[src/rtl/acc_frame_calibrator_if.sv]
// Byte-stream input, calibrated-sample output and status bundle of acc_frame_calibrator.
// slave = calibrator side, master = byte source / estimator side.
interface acc_frame_calibrator_if;
  logic        byte_valid;
  logic [7:0]  byte_data;
  logic        frame_end;
  logic        recal;
  logic        out_ready;
  logic        out_valid;
  logic [15:0] acc_x;
  logic [15:0] acc_y;
  logic [15:0] acc_z;
  logic        calibrated;
  logic        overrun;
  logic [7:0]  frame_err_cnt;

  modport master (
    output byte_valid, byte_data, frame_end, recal, out_ready,
    input  out_valid, acc_x, acc_y, acc_z, calibrated, overrun, frame_err_cnt
  );

  modport slave (
    input  byte_valid, byte_data, frame_end, recal, out_ready,
    output out_valid, acc_x, acc_y, acc_z, calibrated, overrun, frame_err_cnt
  );
endinterface

[src/rtl/acc_frame_calibrator.sv]
// Assembles big-endian XYZ frames, learns per-axis bias at start-up, outputs bias-removed samples.
// Latency: frame_end edge E -> out_valid after E+1; output held until accepted, later samples dropped (overrun).
module acc_frame_calibrator #(
  parameter int               BYTES_PER_FRAME = 6,
  parameter int               CAL_SHIFT       = 4,
  parameter logic signed [15:0] Z_REF         = 16'sd16384
) (
  input  logic                  clk,
  input  logic                  reset,
  acc_frame_calibrator_if.slave bus
);
  localparam int         AW     = 17 + CAL_SHIFT;
  localparam logic [2:0] NBYTES = 3'(BYTES_PER_FRAME);

  typedef enum logic {CALIB, RUN} state_t;

  state_t                state_q, state_d;
  logic [2:0]            byte_cnt_q, byte_cnt_d, cnt_inc;
  logic [5:0][7:0]       slot_q, slot_d;
  logic [7:0]            err_q, err_d;
  logic [CAL_SHIFT-1:0]  cal_cnt_q, cal_cnt_d;
  logic signed [AW-1:0]  sum_x_q, sum_x_d, sum_y_q, sum_y_d, sum_z_q, sum_z_d;
  logic signed [AW-1:0]  nsum_x, nsum_y, nsum_z;
  logic signed [15:0]    bias_x_q, bias_x_d, bias_y_q, bias_y_d, bias_z_q, bias_z_d;
  logic                  calibrated_q, calibrated_d;
  logic                  stage_vld_q, stage_vld_d;
  logic signed [15:0]    stage_x_q, stage_x_d, stage_y_q, stage_y_d, stage_z_q, stage_z_d;
  logic                  out_valid_q, out_valid_d;
  logic signed [15:0]    out_x_q, out_x_d, out_y_q, out_y_d, out_z_q, out_z_d;
  logic                  overrun_q, overrun_d;
  logic signed [15:0]    raw_x, raw_y, raw_z;
  logic signed [16:0]    z_off;
  logic                  good, bad;

  function automatic logic signed [15:0] sat16(input logic signed [16:0] v);
    if (v[16] != v[15]) return v[16] ? 16'sh8000 : 16'sh7FFF;
    return v[15:0];
  endfunction

  always_comb begin
    slot_d  = slot_q;
    cnt_inc = byte_cnt_q;
    if (bus.byte_valid) begin
      if (byte_cnt_q < NBYTES) slot_d[byte_cnt_q] = bus.byte_data;
      if (byte_cnt_q != 3'd7)  cnt_inc = byte_cnt_q + 3'd1;
    end
    byte_cnt_d = bus.frame_end ? 3'd0 : cnt_inc;
    // A recal on the frame_end cycle discards the frame without scoring it as an error.
    good = bus.frame_end && !bus.recal && (cnt_inc == NBYTES);
    bad  = bus.frame_end && !bus.recal && (cnt_inc != NBYTES);

    raw_x  = {slot_d[0], slot_d[1]};
    raw_y  = {slot_d[2], slot_d[3]};
    raw_z  = {slot_d[4], slot_d[5]};
    z_off  = 17'(raw_z) - 17'(Z_REF);
    nsum_x = sum_x_q + AW'(raw_x);
    nsum_y = sum_y_q + AW'(raw_y);
    nsum_z = sum_z_q + AW'(z_off);

    err_d = (bad && err_q != 8'hFF) ? err_q + 8'd1 : err_q;

    state_d      = state_q;
    cal_cnt_d    = cal_cnt_q;
    sum_x_d      = sum_x_q;
    sum_y_d      = sum_y_q;
    sum_z_d      = sum_z_q;
    bias_x_d     = bias_x_q;
    bias_y_d     = bias_y_q;
    bias_z_d     = bias_z_q;
    calibrated_d = calibrated_q;
    stage_vld_d  = 1'b0;
    stage_x_d    = stage_x_q;
    stage_y_d    = stage_y_q;
    stage_z_d    = stage_z_q;
    out_valid_d  = out_valid_q;
    out_x_d      = out_x_q;
    out_y_d      = out_y_q;
    out_z_d      = out_z_q;
    overrun_d    = overrun_q;

    if (bus.recal) begin
      state_d      = CALIB;
      cal_cnt_d    = '0;
      sum_x_d      = '0;
      sum_y_d      = '0;
      sum_z_d      = '0;
      bias_x_d     = '0;
      bias_y_d     = '0;
      bias_z_d     = '0;
      calibrated_d = 1'b0;
      stage_x_d    = '0;
      stage_y_d    = '0;
      stage_z_d    = '0;
      out_valid_d  = 1'b0;
      overrun_d    = 1'b0;
    end else begin
      if (out_valid_q && bus.out_ready) out_valid_d = 1'b0;
      // Stage register feeds the load stage one edge after the frame is accepted.
      if (stage_vld_q) begin
        if (out_valid_q && !bus.out_ready) begin
          overrun_d = 1'b1;
        end else begin
          out_x_d     = sat16(17'(stage_x_q) - 17'(bias_x_q));
          out_y_d     = sat16(17'(stage_y_q) - 17'(bias_y_q));
          out_z_d     = sat16(17'(stage_z_q) - 17'(bias_z_q));
          out_valid_d = 1'b1;
        end
      end

      case (state_q)
        CALIB: begin
          if (good) begin
            if (&cal_cnt_q) begin
              bias_x_d     = 16'(nsum_x >>> CAL_SHIFT);
              bias_y_d     = 16'(nsum_y >>> CAL_SHIFT);
              bias_z_d     = 16'(nsum_z >>> CAL_SHIFT);
              calibrated_d = 1'b1;
              sum_x_d      = '0;
              sum_y_d      = '0;
              sum_z_d      = '0;
              cal_cnt_d    = '0;
              state_d      = RUN;
            end else begin
              sum_x_d   = nsum_x;
              sum_y_d   = nsum_y;
              sum_z_d   = nsum_z;
              cal_cnt_d = cal_cnt_q + CAL_SHIFT'(1);
            end
          end
        end
        RUN: begin
          if (good) begin
            stage_vld_d = 1'b1;
            stage_x_d   = raw_x;
            stage_y_d   = raw_y;
            stage_z_d   = raw_z;
          end
        end
        default: state_d = CALIB;
      endcase
    end
  end

  always_ff @(posedge clk or negedge reset) begin
    if (!reset) begin
      state_q      <= CALIB;
      byte_cnt_q   <= '0;
      slot_q       <= '0;
      err_q        <= '0;
      cal_cnt_q    <= '0;
      sum_x_q      <= '0;
      sum_y_q      <= '0;
      sum_z_q      <= '0;
      bias_x_q     <= '0;
      bias_y_q     <= '0;
      bias_z_q     <= '0;
      calibrated_q <= 1'b0;
      stage_vld_q  <= 1'b0;
      stage_x_q    <= '0;
      stage_y_q    <= '0;
      stage_z_q    <= '0;
      out_valid_q  <= 1'b0;
      out_x_q      <= '0;
      out_y_q      <= '0;
      out_z_q      <= '0;
      overrun_q    <= 1'b0;
    end else begin
      state_q      <= state_d;
      byte_cnt_q   <= byte_cnt_d;
      slot_q       <= slot_d;
      err_q        <= err_d;
      cal_cnt_q    <= cal_cnt_d;
      sum_x_q      <= sum_x_d;
      sum_y_q      <= sum_y_d;
      sum_z_q      <= sum_z_d;
      bias_x_q     <= bias_x_d;
      bias_y_q     <= bias_y_d;
      bias_z_q     <= bias_z_d;
      calibrated_q <= calibrated_d;
      stage_vld_q  <= stage_vld_d;
      stage_x_q    <= stage_x_d;
      stage_y_q    <= stage_y_d;
      stage_z_q    <= stage_z_d;
      out_valid_q  <= out_valid_d;
      out_x_q      <= out_x_d;
      out_y_q      <= out_y_d;
      out_z_q      <= out_z_d;
      overrun_q    <= overrun_d;
    end
  end

  assign bus.out_valid     = out_valid_q;
  assign bus.acc_x         = out_x_q;
  assign bus.acc_y         = out_y_q;
  assign bus.acc_z         = out_z_q;
  assign bus.calibrated    = calibrated_q;
  assign bus.overrun       = overrun_q;
  assign bus.frame_err_cnt = err_q;
endmodule

[src/flat_wrapper.sv]
// flat-port wrapper written by rule: the top's interface ports become plain ports
module acc_frame_calibrator_flat 
#(
  parameter int               BYTES_PER_FRAME = 6,
  parameter int               CAL_SHIFT       = 4,
  parameter logic signed [15:0] Z_REF         = 16'sd16384
)
  (clk, reset, bus_byte_valid, bus_byte_data, bus_frame_end, bus_recal, bus_out_ready, bus_out_valid, bus_acc_x, bus_acc_y, bus_acc_z, bus_calibrated, bus_overrun, bus_frame_err_cnt);
  acc_frame_calibrator_if bus_i ();
  input  logic clk;
  input  logic reset;
  input wire logic [$bits(bus_i.byte_valid)-1:0] bus_byte_valid;
  input wire logic [$bits(bus_i.byte_data)-1:0] bus_byte_data;
  input wire logic [$bits(bus_i.frame_end)-1:0] bus_frame_end;
  input wire logic [$bits(bus_i.recal)-1:0] bus_recal;
  input wire logic [$bits(bus_i.out_ready)-1:0] bus_out_ready;
  output wire logic [$bits(bus_i.out_valid)-1:0] bus_out_valid;
  output wire logic [$bits(bus_i.acc_x)-1:0] bus_acc_x;
  output wire logic [$bits(bus_i.acc_y)-1:0] bus_acc_y;
  output wire logic [$bits(bus_i.acc_z)-1:0] bus_acc_z;
  output wire logic [$bits(bus_i.calibrated)-1:0] bus_calibrated;
  output wire logic [$bits(bus_i.overrun)-1:0] bus_overrun;
  output wire logic [$bits(bus_i.frame_err_cnt)-1:0] bus_frame_err_cnt;
  assign bus_i.byte_valid = bus_byte_valid;
  assign bus_i.byte_data = bus_byte_data;
  assign bus_i.frame_end = bus_frame_end;
  assign bus_i.recal = bus_recal;
  assign bus_i.out_ready = bus_out_ready;
  assign bus_out_valid = bus_i.out_valid;
  assign bus_acc_x = bus_i.acc_x;
  assign bus_acc_y = bus_i.acc_y;
  assign bus_acc_z = bus_i.acc_z;
  assign bus_calibrated = bus_i.calibrated;
  assign bus_overrun = bus_i.overrun;
  assign bus_frame_err_cnt = bus_i.frame_err_cnt;
  acc_frame_calibrator #(.BYTES_PER_FRAME(BYTES_PER_FRAME), .CAL_SHIFT(CAL_SHIFT), .Z_REF(Z_REF)) u_core (.clk(clk), .reset(reset), .bus(bus_i));
endmodule
[config.mk]
export PLATFORM = sky130hd
export DESIGN_NAME = acc_frame_calibrator_flat
export DESIGN_NICKNAME = d
export VERILOG_FILES = /design/src/rtl/acc_frame_calibrator_if.sv /design/src/rtl/acc_frame_calibrator.sv /design/src/flat_wrapper.sv
export SDC_FILE = /design/constraint.sdc
export NUM_CORES = 1
export LEC_CHECK = 0
export ABC_AREA = 0
export CORE_UTILIZATION = 65
export DETAILED_ROUTE_END_ITERATION = 10
export HOLD_SLACK_MARGIN = 0.08
export PLACE_DENSITY = 0.87
export SLEW_MARGIN = 20
export SYNTH_ARGS = -nofsm -noshare
export SYNTH_HDL_FRONTEND = slang
export SYNTH_SLANG_ARGS = --single-unit
[constraint.sdc]
create_clock -name clk -period 9.7 [get_ports clk]
set_input_delay 1.94 -clock clk [delete_from_list [all_inputs] [get_ports clk]]
set_output_delay 1.94 -clock clk [all_outputs]
set_load 0.03 [all_outputs]
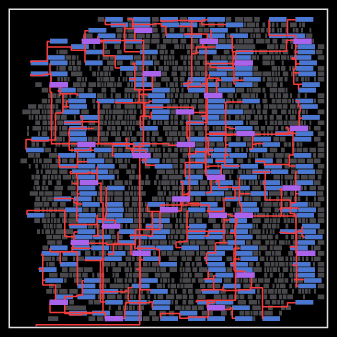
Fig. 1. Routed clock nets over the placement (run 1).
Drawn at 2 px/um.
[flip-flops] blue | count: 272
[cells driving clock nets] purple | count: 29
[clock wires] red | length: 3170 um
flops lie: all over the die
routed clock nets: 30

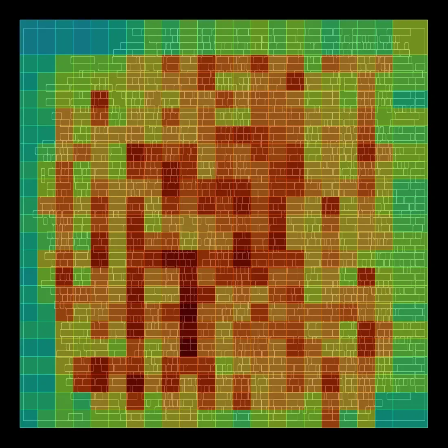
Fig. 2. Routing congestion map (run 1).
gr usage total: 31.29%
Global Route met2 Usage: 51.63%
met3 capacity usage during global routing: 5.498%

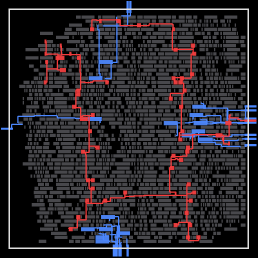
Fig. 3. Nets reached from selected ports (run 1).
Drawn at 1.5 px/um.
[`bus_acc_z`] blue | bits: 16 | direction: output | end cells: 16 | buffers: 16 | wire: 625 um
[`bus_recal`] red | bits: 1 | direction: input | end cells: 62 | buffers: 2 | wire: 761 um

## run 1: layout make-up
| cell class | instances | area (sq um) |
|---|---|---|
| Clock buffer | 40 | 837.1 |
| Clock inverter | 12 | 170.2 |
| Fill cell | 1494 | 5844 |
| Inverter | 97 | 364.1 |
| Multi-Input combinational cell | 1166 | 8506 |
| Sequential cell | 272 | 6807 |
| Tap cell | 319 | 399.1 |
| Timing Repair Buffer | 85 | 825.8 |
## run 1: state kept, by name, indices dropped and copies added, names as in the netlist, 3 cells and up
signal                    flops
u_core.bus.frame_err_cnt      8
u_core.stage_y_q             16
u_core.cal_cnt_q              4
u_core.byte_cnt_q             3
u_core.bias_z_q              16
u_core.bias_y_q              16
u_core.sum_x_q               20
u_core.bias_x_q              16
u_core.stage_z_q             16
u_core.slot_q                48
u_core.stage_x_q             16
u_core.bus.acc_x             16
u_core.bus.acc_y             16
u_core.bus.acc_z             16
u_core.sum_z_q               20
u_core.sum_y_q               20
## run 1: cell families after synthesis
kind of cell / share of synthesized area, %
AOI/OAI and AO/OA: 21.12
and+or+nand+nor: 12.42
DFF: 42.82
buffers and inverters: 4.061
adders and majority gates: 10.67
xor gates and xnor gates: 5.148
muxes: 3.762
## run 1: through the flow
step                setup WS [ps]  util, %  cell area (sq um)  cells
finish                       3789    75.40              17910   1991
global route                 3522    75.40              17910   1991
CTS                          3459    75.30              17880   1991
detailed placement           2969    71.05              16880   1939
global placement             3162    71.05              16880   1939
floorplan                    4344        -              15900   1597
## run 1: power by group through the flow
stage | registers [W] | clock network [W] | logic [W]
floorplan | 0.00126 | 0 | 0.000343
global placement | 0.00125 | 0 | 0.000494
detailed placement | 0.00125 | 0 | 0.000513
CTS | 0.00123 | 0.00117 | 0.000520
global route | 0.00124 | 0.00121 | 0.000572
finish | 0.00123 | 0.00116 | 0.000528
==> reports/notes.md, run 1 <==
By instance count after routing, the leading logic cell types are sky130_fd_sc_hd__dfrtp_1, sky130_fd_sc_hd__nand2_1, sky130_fd_sc_hd__ha_1, sky130_fd_sc_hd__inv_1, sky130_fd_sc_hd__a22o_1. In this run the critical path is formed by clkdlybuf4s50_1 -> nand2_1 -> nor3_2 -> mux2_2 -> ha_1 -> fa_1 -> a211oi_1 -> o21a_1 -> o31ai_1 -> a21oi_1 -> o21ai_0 -> a311oi_1 -> xnor2_1 -> a22o_1. The final period demand of the worst path works out to 5911 ps. In the Yosys stats the netlist draws on 80 distinct library cells. Net switching is 27.84% of the power.

Once the clock tree was built, the setup fixing pass inserted 0 buffers. For the post-detailed-routing wire length, the log shows 38.30 mm. Type of the worst min-delay path: reg2reg.

The run gives 1017 ps for the worst-margin pin slew. The run gives 1743 for the synthesized net count. The highest clock rate was 0.1692 GHz.

The startpoint of the lowest-slack hold path is u_core.bus.acc_y[3]. At the floorplan stage, the core utilization is reported as 66.92%. The worst hold path endpoint was u_core.bus.acc_y[3].

The remaining max-slew budget at the tightest pin came out at 31.86%. The kind of cell adding the most delay to the critical path was AND-OR/OR-AND gates. The tools report the final weighted congestion in routability-driven placement as 0.9441.

The logs give 8.756 nW for the leakage power summed over all cells and 39.7% for the share of total power in the clock network. The worst setup path startpoint was bus_byte_valid. The run gives 19.24 um for the mean routed wirelength per cell. Per the timing report, the most critical flop-to-flop path finishes at u_core.bias_x_q[14]. The tools report the net switching power figure as 0.0008129 W.

The number of gates resized after CTS is 0, and the clock edge transition at the registers on the reported setup and hold paths is 60 ps. The total grt overflow is 0. The run gives 56 as the count of standard-cell rows. The run gives 10.04 ps as the final worst clock skew.

The fraction of final layout cells with drive strength greater than 1 is 8.493%, and the number of global-route vias before repair is 12350. The kind of critical path is in2reg. The maximum number of pins on one net before global-route repair was 102.

The sequential cell area fraction in the yosys report is 42.82%. The flow ran to the end, and the final reports show no timing, DRC or antenna violations. The startpoint kind of the worst setup timing path was an input pin. For the DRC violation count after routing, the log shows 0. The design draws 0.002920 W. In the synthesized netlist the async set-or-reset flop fraction comes to 100.0%.

STA reports a reg2reg setup slack of 5230 ps. The largest area contributor in the netlist is sky130_fd_sc_hd__dfrtp_1. Signal nets in the final route climb as high as met4. The number of cells on the worst reg-to-reg path is 13. Setup repair after global routing left no endpoint under its margin. Hold repair after CTS inserted 0 buffers.

After synthesis, the most frequently instantiated cells are sky130_fd_sc_hd__dfrtp_1, sky130_fd_sc_hd__nand2_1, sky130_fd_sc_hd__ha_1, sky130_fd_sc_hd__inv_1, sky130_fd_sc_hd__nor2_1. The main area contributors are sky130_fd_sc_hd__dfrtp_1, sky130_fd_sc_hd__ha_1, sky130_fd_sc_hd__a22o_1. The script logs the ratio of routed vias to standard cells as 6.295.

The critical path buffer and inverter count is 1. The detailed router reports a met3 wire length of 2.462 mm. The Yosys step of the flow raised 0 warnings.

The analysis reports a worst IR drop on VDD of 107.8 uV. A synthesized cell averages 9.954 sq um. The synthesized instance count is 1597. TritonCTS built the clock tree. The number of flops mapped to enable cells by yosys was 0. The commonest register cell after synthesis was sky130_fd_sc_hd__dfrtp_1. 73 I/O pins were placed. Hold is met by 480.4 ps. The detailed router put a total of 16.38 mm of wire on met1. The logic depth of the worst setup path including buffers came out at 14. In the final report, the number of endpoints failing setup comes to 0. Fraction of post-synthesis cell area in the top cell type by area: 42.82%.

The cell area that synthesis handed to floorplanning was 0.01590 sq mm. The cell-internal power was 0.002107 W; the synthesis-to-layout area growth was 12.66%. The endpoint required time on the critical path is 10130 ps. The tools report the residual antenna-violating net count after detailed routing as 0.

With the clock latency reported for the late side of the worst-skew pair at 550 ps, the number of antenna diodes is 0. The logs give 0.01590 sq mm for the chip area line of the yosys report and 18.1% for the combinational share of power. In this run the power density over the cells is 163.1 mW/mm^2.

Most crowded layer after global routing: met2. The endpoint type of the worst setup path was a register. Per the CTS log, the root buffer master is sky130_fd_sc_hd__clkbuf_16.

OpenROAD reports that the post-layout worst path occupies 60.94% of the period. Per the CTS log, the buffer count on the longest clock path is 3. Delay of the slowest critical-path stage: 630 ps.
==> run 2: changes to the inputs <==
- CORE_UTILIZATION: 65 -> 62
- PLACE_DENSITY: 0.87 -> 0.83
- clock period: 9.7 -> 6.1 ns (I/O delays scaled with it)
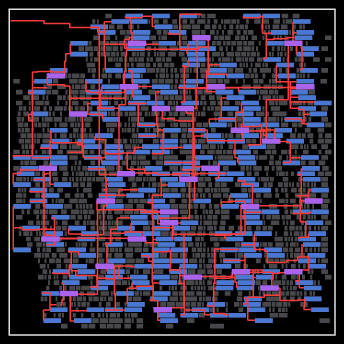
Fig. 4. Routed clock nets over the placement (run 2).
Drawn at 2 px/um.
[cells driving clock nets] purple | count: 30
[flip-flops] blue | count: 272
[clock wires] red | length: 3480 um
routed clock nets: 31

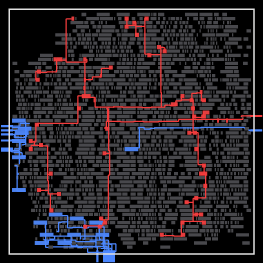
Fig. 5. Nets reached from selected ports (run 2).
Drawn at 1.5 px/um.
[`bus_recal`] red | bits: 1 | direction: input | end cells: 62 | buffers: 2 | wire: 884 um
[`bus_acc_z`] blue | bits: 16 | direction: output | end cells: 16 | buffers: 16 | wire: 615 um

==> reports/notes.md, run 2 <==
The most common logic cell in the final layout is sky130_fd_sc_hd__dfrtp_1. The post-CTS setup buffer count was 0 (unchanged). TritonCTS built the clock tree. Final worst clock skew: 12.66 ps (+2.613 ps). The largest total area in the synthesized netlist belongs to sky130_fd_sc_hd__dfrtp_1. The run gives 48 (unchanged) for the flip-flop count of the largest register after layout. With the maximum number of pins on one net before global-route repair at 167 (+64%), the distinct cell type count after synthesis is 80 (unchanged). The kind of cell with the highest combined delay along the critical path is AND-OR/OR-AND gates. The tools report the number of antenna diodes as 0 (unchanged). For the share of total power in the clock network, the log shows 39.7% (about the same).

With the mean instance size in the synthesized netlist at 9.954 sq um (unchanged), the power dissipated in the clock network is 0.00186 W (+60%). The tools report the number of buffers inserted by hold repair at cts as 0 (unchanged). The fraction of final layout cells with drive strength greater than 1 was 8.592% (+0.099 points). The count of standard-cell rows is 58 (+3.6%), and the sequential cell area fraction in the yosys report is 42.82% (unchanged). The post-synthesis instance total is 1597 (unchanged), and the combinational power is 0.000857 W (+62%).

The number of gates resized after CTS is 0 (unchanged), and the horizontal die dimension is 162.1 um. The tools report the sequential group power as 0.00196 W (+59%). The run gives 12370 (+0.15%) for the number of global-route vias before repair. The run gives 0.006807 sq mm (unchanged) as the area taken by flip-flops and latches. The final period demand of the worst path was 4986 ps; the design area was 0.01795 sq mm (+0.23%). The total tool warning count was 30.

The critical path buffer and inverter count is 1 (unchanged). The tools report the clock latency reported for the late side of the worst-skew pair as 560 ps (about the same). The run gives 0 (unchanged) for the total grt overflow. Setup repair after global routing left no endpoint under its margin. The commonest register cell after synthesis was sky130_fd_sc_hd__dfrtp_1. The tools report the combinational share of power as 18.3% (+0.2 points). The type of the worst min-delay path is reg2reg. With the total of endpoints with negative setup slack in the final report at 0 (unchanged), the clock tree buffer depth is 3 (unchanged).

The worst setup path is captured at a register. For the total routing usage reported by global routing, the log shows 30.46% (-0.83 points). Dominant power group: registers. The run gives 42.82% (unchanged) for the fraction of post-synthesis cell area in the top cell type by area.

Per the cell usage report, the commonest logic cells after layout are sky130_fd_sc_hd__dfrtp_1, sky130_fd_sc_hd__nand2_1, sky130_fd_sc_hd__ha_1, sky130_fd_sc_hd__inv_1, sky130_fd_sc_hd__a22o_1. The main area contributors are sky130_fd_sc_hd__dfrtp_1, sky130_fd_sc_hd__ha_1, sky130_fd_sc_hd__a22o_1. The first TritonRoute pass finished after 5 iterations. The post-placement cell area was 0.01694 sq mm (+0.37%).

The cell area after synthesis was 0.01590 sq mm (unchanged). The largest register by flop count is u_core.slot_q. The number of top-level design ports is 73 (unchanged). Routed signal wires occupy layers up through met4.

The run gives 0.004672 W (+60%) as the total power. For the final weighted congestion in routability-driven placement, the log shows 0.9413 (-0.30%). Endpoint required time on the critical path: 6540 ps (-3590 ps). Listed in order, past its start point the critical path passes clkdlybuf4s50_1 -> nand2_1 -> nor2_1 -> nand2_1 -> mux2_2 -> ha_1 -> ha_1 -> fa_1 -> a21o_1 -> a21oi_1 -> o21bai_1 -> o21ai_0 -> a41oi_1 -> o41ai_1 -> xnor2_1 -> a22o_1. Leakage power summed over all cells: 8.775 nW (+0.21%).

The setup path with the least slack is of type in2reg. The run gives 0 (unchanged) for the number of flops mapped to enable cells by yosys. The run gives 38.85 mm (+1.4%) as the post-detailed-routing wire length. The async set or reset register ratio after synthesis is 100.0% (unchanged), and the net switching power figure is 0.001331 W (+64%). The run gives 0.008483 sq mm (-0.26%) for the area used by multi-input combinational logic. Residual antenna-violating net count after detailed routing: 0 (unchanged).

The run gives 41.85% (+10 points) as the remaining max-slew budget at the tightest pin. The run gives 872.3 ps (-144.7 ps) for the worst-margin pin slew. Amount of wire on met3 after detailed routing: 2.253 mm (-8.5%). Per the run report, area growth between synthesis and finish was 12.92%.

The run gives 1743 (unchanged) for the synthesized net count. The worst setup path is launched from an input pin. By count the netlist is led by sky130_fd_sc_hd__dfrtp_1, sky130_fd_sc_hd__nand2_1, sky130_fd_sc_hd__ha_1, sky130_fd_sc_hd__inv_1, sky130_fd_sc_hd__nor2_1. The switching power as a share of total power is 28.50% (+0.66 points), and the number of vias per cell after detailed routing is 6.216 (-1.3%). The fill cell instance count of the final layout was 1794 (+20%). The flow ran to the end, and the final reports show no timing, DRC or antenna violations. The flow reports an fmax of 0.2005 GHz.

The mean routed wirelength per cell is 19.37 um (+0.68%). The length of routed wiring on met1 is 17.37 mm (+6.0%), and the chip area line of the yosys report is 0.01590 sq mm (unchanged). The number of warnings issued by yosys was 0 (unchanged); the clock edge transition at the registers on the reported setup and hold paths was 60 ps (about the same).

The final timing report lists a hold violation count of 0. Cell at the root of the clock tree: sky130_fd_sc_hd__clkbuf_16. With the number of antenna violations at the first check in global routing at 1, the delay of the slowest critical-path stage is 590 ps (-40 ps). The run gives 0.003341 W (+59%) for the cell-internal power.

The DRC violation count after routing was 0 (unchanged). Highest ir drop seen on vdd: 202.4 uV (+88%). The run gives 260.3 mW/mm^2 (+60%) for the power per unit of standard cell area. In the finished design, the share of the clock period the worst path needs comes to 81.74%.
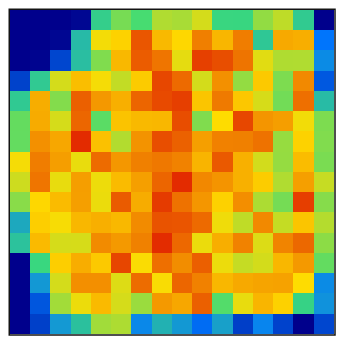
Fig. 6. Cell area per tile (run 2).
Drawn at 2 px/um. The die is cut into 16 by 16 equal tiles; dark blue is low, red is high, 0 to 100% covered.
mean over tiles: 67%
tiles over 75% full: 51%
emptiest ninth of the die: north-west
fullest tile: 95%
nearly empty tiles: 5.9%
Core Region: 0.02518 sq mm
floorplan-stage core utilization: 63.13%
final cell utilization of the core: 71.28%

-- run 2: cell types whose count changed in the layout (fill, tap and decap cells not counted), sizes merged --
cell,previous run,this run
buf,15,19
inv,97,98
clkinvlp,4,3
clkinv,4,5
bufinv,4,3
-- run 2: worst paths after layout --
| check | start | endpoint | slack, ps | cells past startpoint |
|---|---|---|---|---|
| setup / recovery | bus_byte_valid | u_core.bias_z_q[13] | 1110 | 16 |
| hold / removal | u_core.bus.acc_y[14] | u_core.bus.acc_y[14] | 480 | 2 |
| setup reg to reg | u_core.byte_cnt_q[0] | u_core.bias_z_q[13] | 1820 | 15 |
| hold reg to reg | u_core.bus.acc_y[14] | u_core.bus.acc_y[14] | 480 | 2 |
| max in group asynchronous | reset | u_core.bias_z_q[15] | 4110 | 2 |
| min in group asynchronous | reset | u_core.bus.acc_y[1] | 660 | 1 |
-- run 2: cells by family after synthesis --
family	synth area share [%]
mux	3.762
xor+xnor	5.148
buf+inv	4.061
simple gates	12.42
flops	42.82
fa+ha+maj	10.67
compound gates	21.12
-- run 2: per-layer routing --
layer,vias to the layer above,GRT usage (%)
li1,5864,-
met1,6119,41.09
met2,402,50.47
met3,84,4.928
met4,0,9.391
met5,-,0
-- run 2: layout make-up --
type / instances / area share [%]
Sequential cell: 272 / 37.92
Timing Repair Buffer: 89 / 4.865
Inverter: 97 / 2.028
Clock inverter: 12 / 0.8365
Tap cell: 330 / 2.300
Clock buffer: 40 / 4.789
Multi-Input combinational cell: 1166 / 47.26
-- run 2: stage by stage --
step	setup WS (ps)	instances	hold slack, ps
2_1_floorplan	1464	1597	448.5
3_3_place_gp	713.7	1954	460.8
3_5_place_dp	645.8	1954	469.8
4_1_cts	1164	2006	483.1
5_1_grt	871.2	2006	502.6
6_report	1114	2006	478.3
Power figures rest on the tool's default switching activity, not on a simulated workload.
